route_heat.png
9 x 9 tiles, from dark blue (low) to red (high), scaled to the fullest tile. Values are wire area over tile area, all layers added.
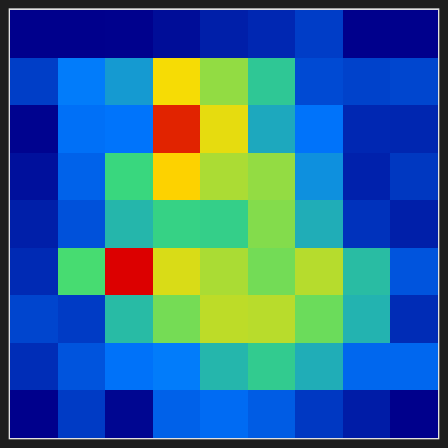
sizing.png
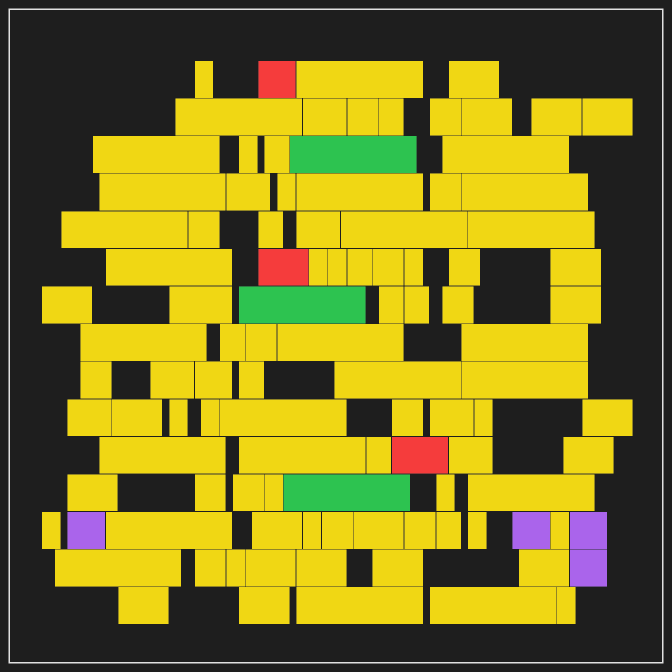
placed.png
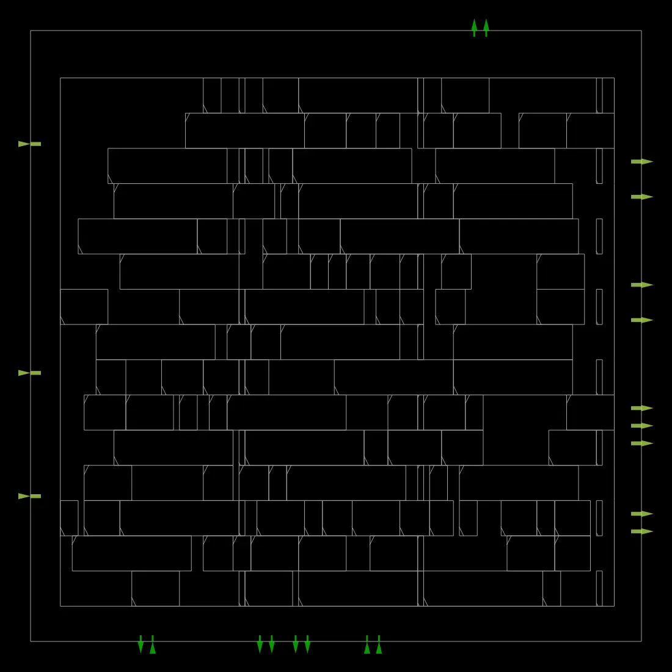
clock_wires.png
Bar = 10 um.
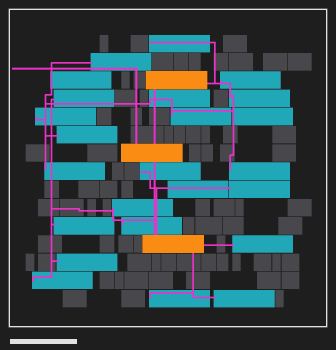
===== config.mk =====
export PLATFORM = sky130hd
export DESIGN_NAME = dbpsk_symbol_mod
export DESIGN_NICKNAME = d
export VERILOG_FILES = /design/src/rtl/dbpsk_symbol_mod.sv
export SDC_FILE = /design/constraint.sdc
export NUM_CORES = 1
export LEC_CHECK = 0
export CORE_MARGIN = 2
export CORE_UTILIZATION = 51
export CTS_BUF_LIST = sky130_fd_sc_hd__clkbuf_16
export DETAILED_ROUTE_END_ITERATION = 6
export GPL_ROUTABILITY_DRIVEN = 1
export GPL_TIMING_DRIVEN = 0
export PLACE_DENSITY = 0.85
export SYNTH_ARGS = -nofsm -noshare
export SYNTH_HDL_FRONTEND = slang
export SYNTH_SLANG_ARGS = --single-unit
export TNS_END_PERCENT = 1

===== constraint.sdc =====
create_clock -name clk -period 3.4 [get_ports clk]
set_clock_uncertainty 0.2 [all_clocks]
set_input_delay 0.51 -clock clk [delete_from_list [all_inputs] [get_ports clk]]
set_output_delay 0.51 -clock clk [all_outputs]
set_load 0.02 [all_outputs]

===== src/rtl/dbpsk_symbol_mod.sv =====
// dbpsk_symbol_mod: differential BPSK modulator clocked by the divided symbol clock.
// One bit per symbol edge is encoded; the carrier phase carries a 180-degree offset for a 1.
module dbpsk_symbol_mod #(
    parameter int PHASE_W     = 10,
    parameter int FCW         = 8,
    parameter int SYNC_STAGES = 2
) (
    input  logic               clk,
    input  logic               reset_n,
    input  logic               sym_clk_i,
    input  logic               enable_i,
    input  logic               bit_valid_i,
    input  logic               bit_i,
    output logic               bit_ready_o,
    output logic               sym_stb_o,
    output logic               diff_bit_o,
    output logic [PHASE_W-1:0] phase_o,
    output logic               carrier_o,
    output logic               underrun_o,
    output logic               busy_o
);

    typedef enum logic [1:0] {
        S_IDLE,
        S_ARM,
        S_RUN
    } state_t;

    localparam logic [PHASE_W-1:0] W_FCW  = PHASE_W'(FCW);
    localparam logic [PHASE_W-1:0] W_HALF = {1'b1, {(PHASE_W-1){1'b0}}};

    state_t r_state;
    state_t w_state_nxt;

    logic [SYNC_STAGES-1:0] r_sync;
    logic                   r_prev;
    logic                   r_sym_edge;
    logic                   r_hold_v;
    logic                   r_hold_bit;
    logic                   r_diff;
    logic                   r_underrun;
    logic [PHASE_W-1:0]     r_acc;
    logic [PHASE_W-1:0]     r_phase;

    logic w_active;
    logic w_edge_raw;
    logic w_edge;
    logic w_leave;
    logic w_arm;
    logic w_accept;

    assign w_active   = (r_state != S_IDLE);
    assign w_edge_raw = r_sync[SYNC_STAGES-1] & ~r_prev;
    // the registered edge is the symbol strobe: 3 clk after sym_clk_i rises
    assign w_edge     = r_sym_edge & w_active;
    assign w_leave    = w_active & ~enable_i;
    assign w_arm      = (r_state == S_IDLE) & enable_i;
    assign w_accept   = bit_valid_i & bit_ready_o;

    assign bit_ready_o = w_active & ~r_hold_v;
    assign sym_stb_o   = w_edge;
    assign diff_bit_o  = r_diff;
    assign phase_o     = r_phase;
    assign carrier_o   = r_phase[PHASE_W-1];
    assign underrun_o  = r_underrun;
    assign busy_o      = w_active;

    always_ff @(posedge clk or negedge reset_n) begin
        if (!reset_n) begin
            r_state <= S_IDLE;
        end else begin
            r_state <= w_state_nxt;
        end
    end

    always_comb begin
        w_state_nxt = r_state;
        unique case (r_state)
            S_IDLE: begin
                if (enable_i) w_state_nxt = S_ARM;
            end
            S_ARM: begin
                if (!enable_i) w_state_nxt = S_IDLE;
                else if (w_edge) w_state_nxt = S_RUN;
            end
            S_RUN: begin
                if (!enable_i) w_state_nxt = S_IDLE;
            end
            default: w_state_nxt = S_IDLE;
        endcase
    end

    always_ff @(posedge clk or negedge reset_n) begin
        if (!reset_n) begin
            r_sync     <= '0;
            r_prev     <= 1'b0;
            r_sym_edge <= 1'b0;
            r_hold_v   <= 1'b0;
            r_hold_bit <= 1'b0;
            r_diff     <= 1'b0;
            r_underrun <= 1'b0;
            r_acc      <= '0;
            r_phase    <= '0;
        end else begin
            r_sync     <= {r_sync[SYNC_STAGES-2:0], sym_clk_i};
            r_prev     <= r_sync[SYNC_STAGES-1];
            r_sym_edge <= w_edge_raw;
            if ((r_state == S_IDLE) || w_leave) begin
                r_hold_v <= 1'b0;
                r_diff   <= 1'b0;
                r_acc    <= '0;
                r_phase  <= '0;
            end else begin
                r_phase <= r_acc + (r_diff ? W_HALF : '0);
                // ARM keeps acc at 0 so the carrier starts aligned to the first symbol
                if (r_state == S_RUN) r_acc <= r_acc + W_FCW;
                else r_acc <= '0;
                if (w_edge && r_hold_v) begin
                    r_diff   <= r_diff ^ r_hold_bit;
                    r_hold_v <= 1'b0;
                end else begin
                    if (w_edge) r_underrun <= 1'b1;
                    if (w_accept) begin
                        r_hold_v   <= 1'b1;
                        r_hold_bit <= bit_i;
                    end
                end
            end
            if (w_arm) r_underrun <= 1'b0;
        end
    end

endmodule


==> results_tabular.tex <==
% Generated from flow reports
\begin{tabular}{lr}
\hline
Metric & Value \\
\hline
\multicolumn{2}{l}{\textbf{Placed design}} \\
Placed cell count & 126 \\
Detailed-placement wirelength estimate & 1.22 mm \\
Post-DP Area & 0.00117 mm\^{}2 \\
Routability congestion estimate & 0.733 \\
\multicolumn{2}{l}{\textbf{Final layout}} \\
Top cell excl fill/tap & sky130\_fd\_sc\_hd\_\_dfrtp\_1 \\
Final standard cell count with taps included and fillers excluded & 129 \\
Number of inserted diodes & 0 \\
Number of nets in the finished design & 113 \\
Final std cell area, no fill & 0.00124 mm\^{}2 \\
\multicolumn{2}{l}{\textbf{Timing}} \\
Total negative slack for setup checks & 0 ns \\
Pins Over Slew Limit & 0 \\
Final worst path period share & 0.672 \\
Final worst hold slack & 0.178 ns \\
Finish-stage setup viols & 0 \\
Final hold viol count & 0 \\
Transition time at the pin with the least slew margin & 1.01 ns \\
\multicolumn{2}{l}{\textbf{Pwr}} \\
IR Drop Worst-Case VDD & 0.000327 V \\
Switching share of power & 0.209 \\
Power dissipated in combinational cells & 0.0508 mW \\
Power, Total & 0.600 mW \\
Switching component of the power & 0.125 mW \\
Cell internal pwr & 0.475 mW \\
Dominant power group & sequential cells \\
Power consumed by sequential cells & 0.304 mW \\
\multicolumn{2}{l}{\textbf{Synthesis}} \\
Top post-synthesis cells by area & sky130\_fd\_sc\_hd\_\_dfrtp\_1 63\%, sky130\_fd\_sc\_hd\_\_and2\_1 4.6\%, sky130\_fd\_sc\_hd\_\_nor2\_1 3.6\% \\
Share of the synthesized area in the top cell type & 0.632 \\
Post-synth tally of flip-flops with integrated enable & 0 \\
YS chip area & 951 um\^{}2 \\
Sequential element share of the synthesized area & 0.632 \\
Most common library cells after synthesis & 24 x sky130\_fd\_sc\_hd\_\_dfrtp\_1, 9 x sky130\_fd\_sc\_hd\_\_nor2\_1, 7 x sky130\_fd\_sc\_hd\_\_and2\_1, 4 x sky130\_fd\_sc\_hd\_\_a21oi\_1, 4 x sky130\_fd\_sc\_hd\_\_buf\_4 \\
Mapped Area & 951 um\^{}2 \\
Distinct cells, synth & 24 \\
\multicolumn{2}{l}{\textbf{Setup path}} \\
Required time at the worst-slack endpoint & 2.69 ns \\
Worst Setup Start Kind & flip-flop \\
Length in cells of the worst reg-to-reg path & 4 \\
Arr. time, crit path & 1.58 ns \\
Worst-path fanout max & 6 \\
Worst Setup End Kind & output port \\
\multicolumn{2}{l}{\textbf{Hold path}} \\
Path type of the worst min-delay path & flip-flop to flip-flop \\
\multicolumn{2}{l}{\textbf{CTS}} \\
Bufs on Longest Clock Path & 2 \\
Clock-pin slew reported for the worst setup and hold paths after clock tree synthesis & 0.06 ns \\
Resized cells post-CTS & 0 \\
Count of clock tree sinks & 24 \\
Htree depth & 1 \\
Clock root cell & sky130\_fd\_sc\_hd\_\_clkbuf\_16 \\
Hold-fix buffer count after cts & 0 \\
Number of buffers added by the clock tree synthesis step & 3 \\
\multicolumn{2}{l}{\textbf{Global routing}} \\
Antenna violations before repair & 0 \\
First-pass GRT wire length & 2.87 mm \\
Pin count of the biggest net entering global routing & 25 \\
Vias in the first global route & 667 \\
\multicolumn{2}{l}{\textbf{Detailed routing}} \\
Ratio of routed vias to standard cells & 5.04 \\
Remaining number of nets flagged by the antenna check after routing & 0 \\
Detailed-route DRC error count & 0 \\
Total wire length after detailed routing & 1.73 mm \\
Number of search-and-repair iterations in the first detailed-routing pass & 4 \\
Detailed Route Iter0 Violations & 20 \\
\multicolumn{2}{l}{\textbf{Floorplan}} \\
Die Footprint & 0.00223 mm\^{}2 \\
Die Span Y & 47.2 um \\
Top-level I/O count & 22 \\
\multicolumn{2}{l}{\textbf{Run status}} \\
Outcome & complete, no violations \\
\multicolumn{2}{l}{\textbf{Job}} \\
Max capacitance violation total & 0 \\
\hline
\end{tabular}
## Picture notes: route_heat.png
densest ninth of the die: middle
mean over tiles: 0.12
nearly empty tiles: 11%
tiles over half the peak: 22%
fullest tile: 0.42
number of vias after detailed routing: 650
WL/cell: 13.4 um
total routing usage reported by global routing: 0.195

## Picture notes: sizing.png
[x1 and smaller] yellow | cells: 94 | share: 90%
[x3 and x4] purple | cells: 4 | share: 3.8%
[x6 and larger] green | cells: 3 | share: 2.9%
[x2] red | cells: 3 | share: 2.9%
bufs w/o clock: 22
final critical-path setup slack: 1.11 ns

## Picture notes: placed.png
core footprint: 0.00175 mm^2
number of sequential storage elements: 24
Placement Rows: 15
# fillers: 127

## Picture notes: clock_wires.png
[flip-flops] cyan | count: 24
[clock wires] magenta | length: 259 um
[clock-net drivers] orange | count: 3
routed clock nets: 4
clock latency at the later pin of the worst-skew pair: 0.25 ns
clock group share of total power: 0.409
clock network power: 0.245 mW

## metal layers
metal  wire length (um)  global-route usage  vias up
met5                  0                   0        -
met4                 44               0.117        0
met3                 81              0.0500        7
met2                918               0.334       23
met1                680               0.216      318
li1                   -                   -      302
## worst paths after layout
kind | startpoint | end | slack [ns]
setup / recovery | r_state[0] | sym_stb_o | 1.11
hold / removal | r_sync[0] | r_sync[1] | 0.18
setup reg to reg | r_acc[3] | r_acc[9] | 1.85
hold reg to reg | r_sync[0] | r_sync[1] | 0.18
max in group asynchronous | reset_n | phase_o[6] | 1.78
min in group asynchronous | reset_n | r_sync[0] | 0.61
## registers in the layout, summed over array words and instances (netlist names)
register,flops
phase_o,7
r_acc,7
r_state,2
r_sync,2
diff_bit_o,1
r_hold_bit,1
r_hold_v,1
r_prev,1
r_sym_edge,1
underrun_o,1
## worst max-delay path: stages (launching register included)
cell and delay (ns):
sky130_fd_sc_hd__dfrtp_1 0.42, sky130_fd_sc_hd__nor2_1 0.28, sky130_fd_sc_hd__nor2b_1 0.08, sky130_fd_sc_hd__clkdlybuf4s50_1 0.54
## cells by family after synthesis
| logic type | count (synthesis) | share of synthesized area |
|---|---|---|
| and+or+nand+nor | 34 | 0.200 |
| buffers and inverters | 6 | 0.0395 |
| AOI/OAI and AO/OA | 8 | 0.0434 |
| muxes | 2 | 0.0224 |
| DFF | 24 | 0.632 |
| adders and majority gates | 1 | 0.0132 |
| xor gates and xnor gates | 5 | 0.0461 |
| other | 1 | 0.00394 |
## layout make-up
class                      count  area, um^2  share of cell area
multi-input combinational     53         320               0.257
timing repair buffer          18         180               0.145
tap                           25        31.3              0.0251
sequential                    24         601               0.482
clock buffer                   3        75.1              0.0603
buffer                         4        30.0              0.0241
inverter                       2        7.51             0.00603
No activity file was given, so power comes from the tool's default toggle rates.
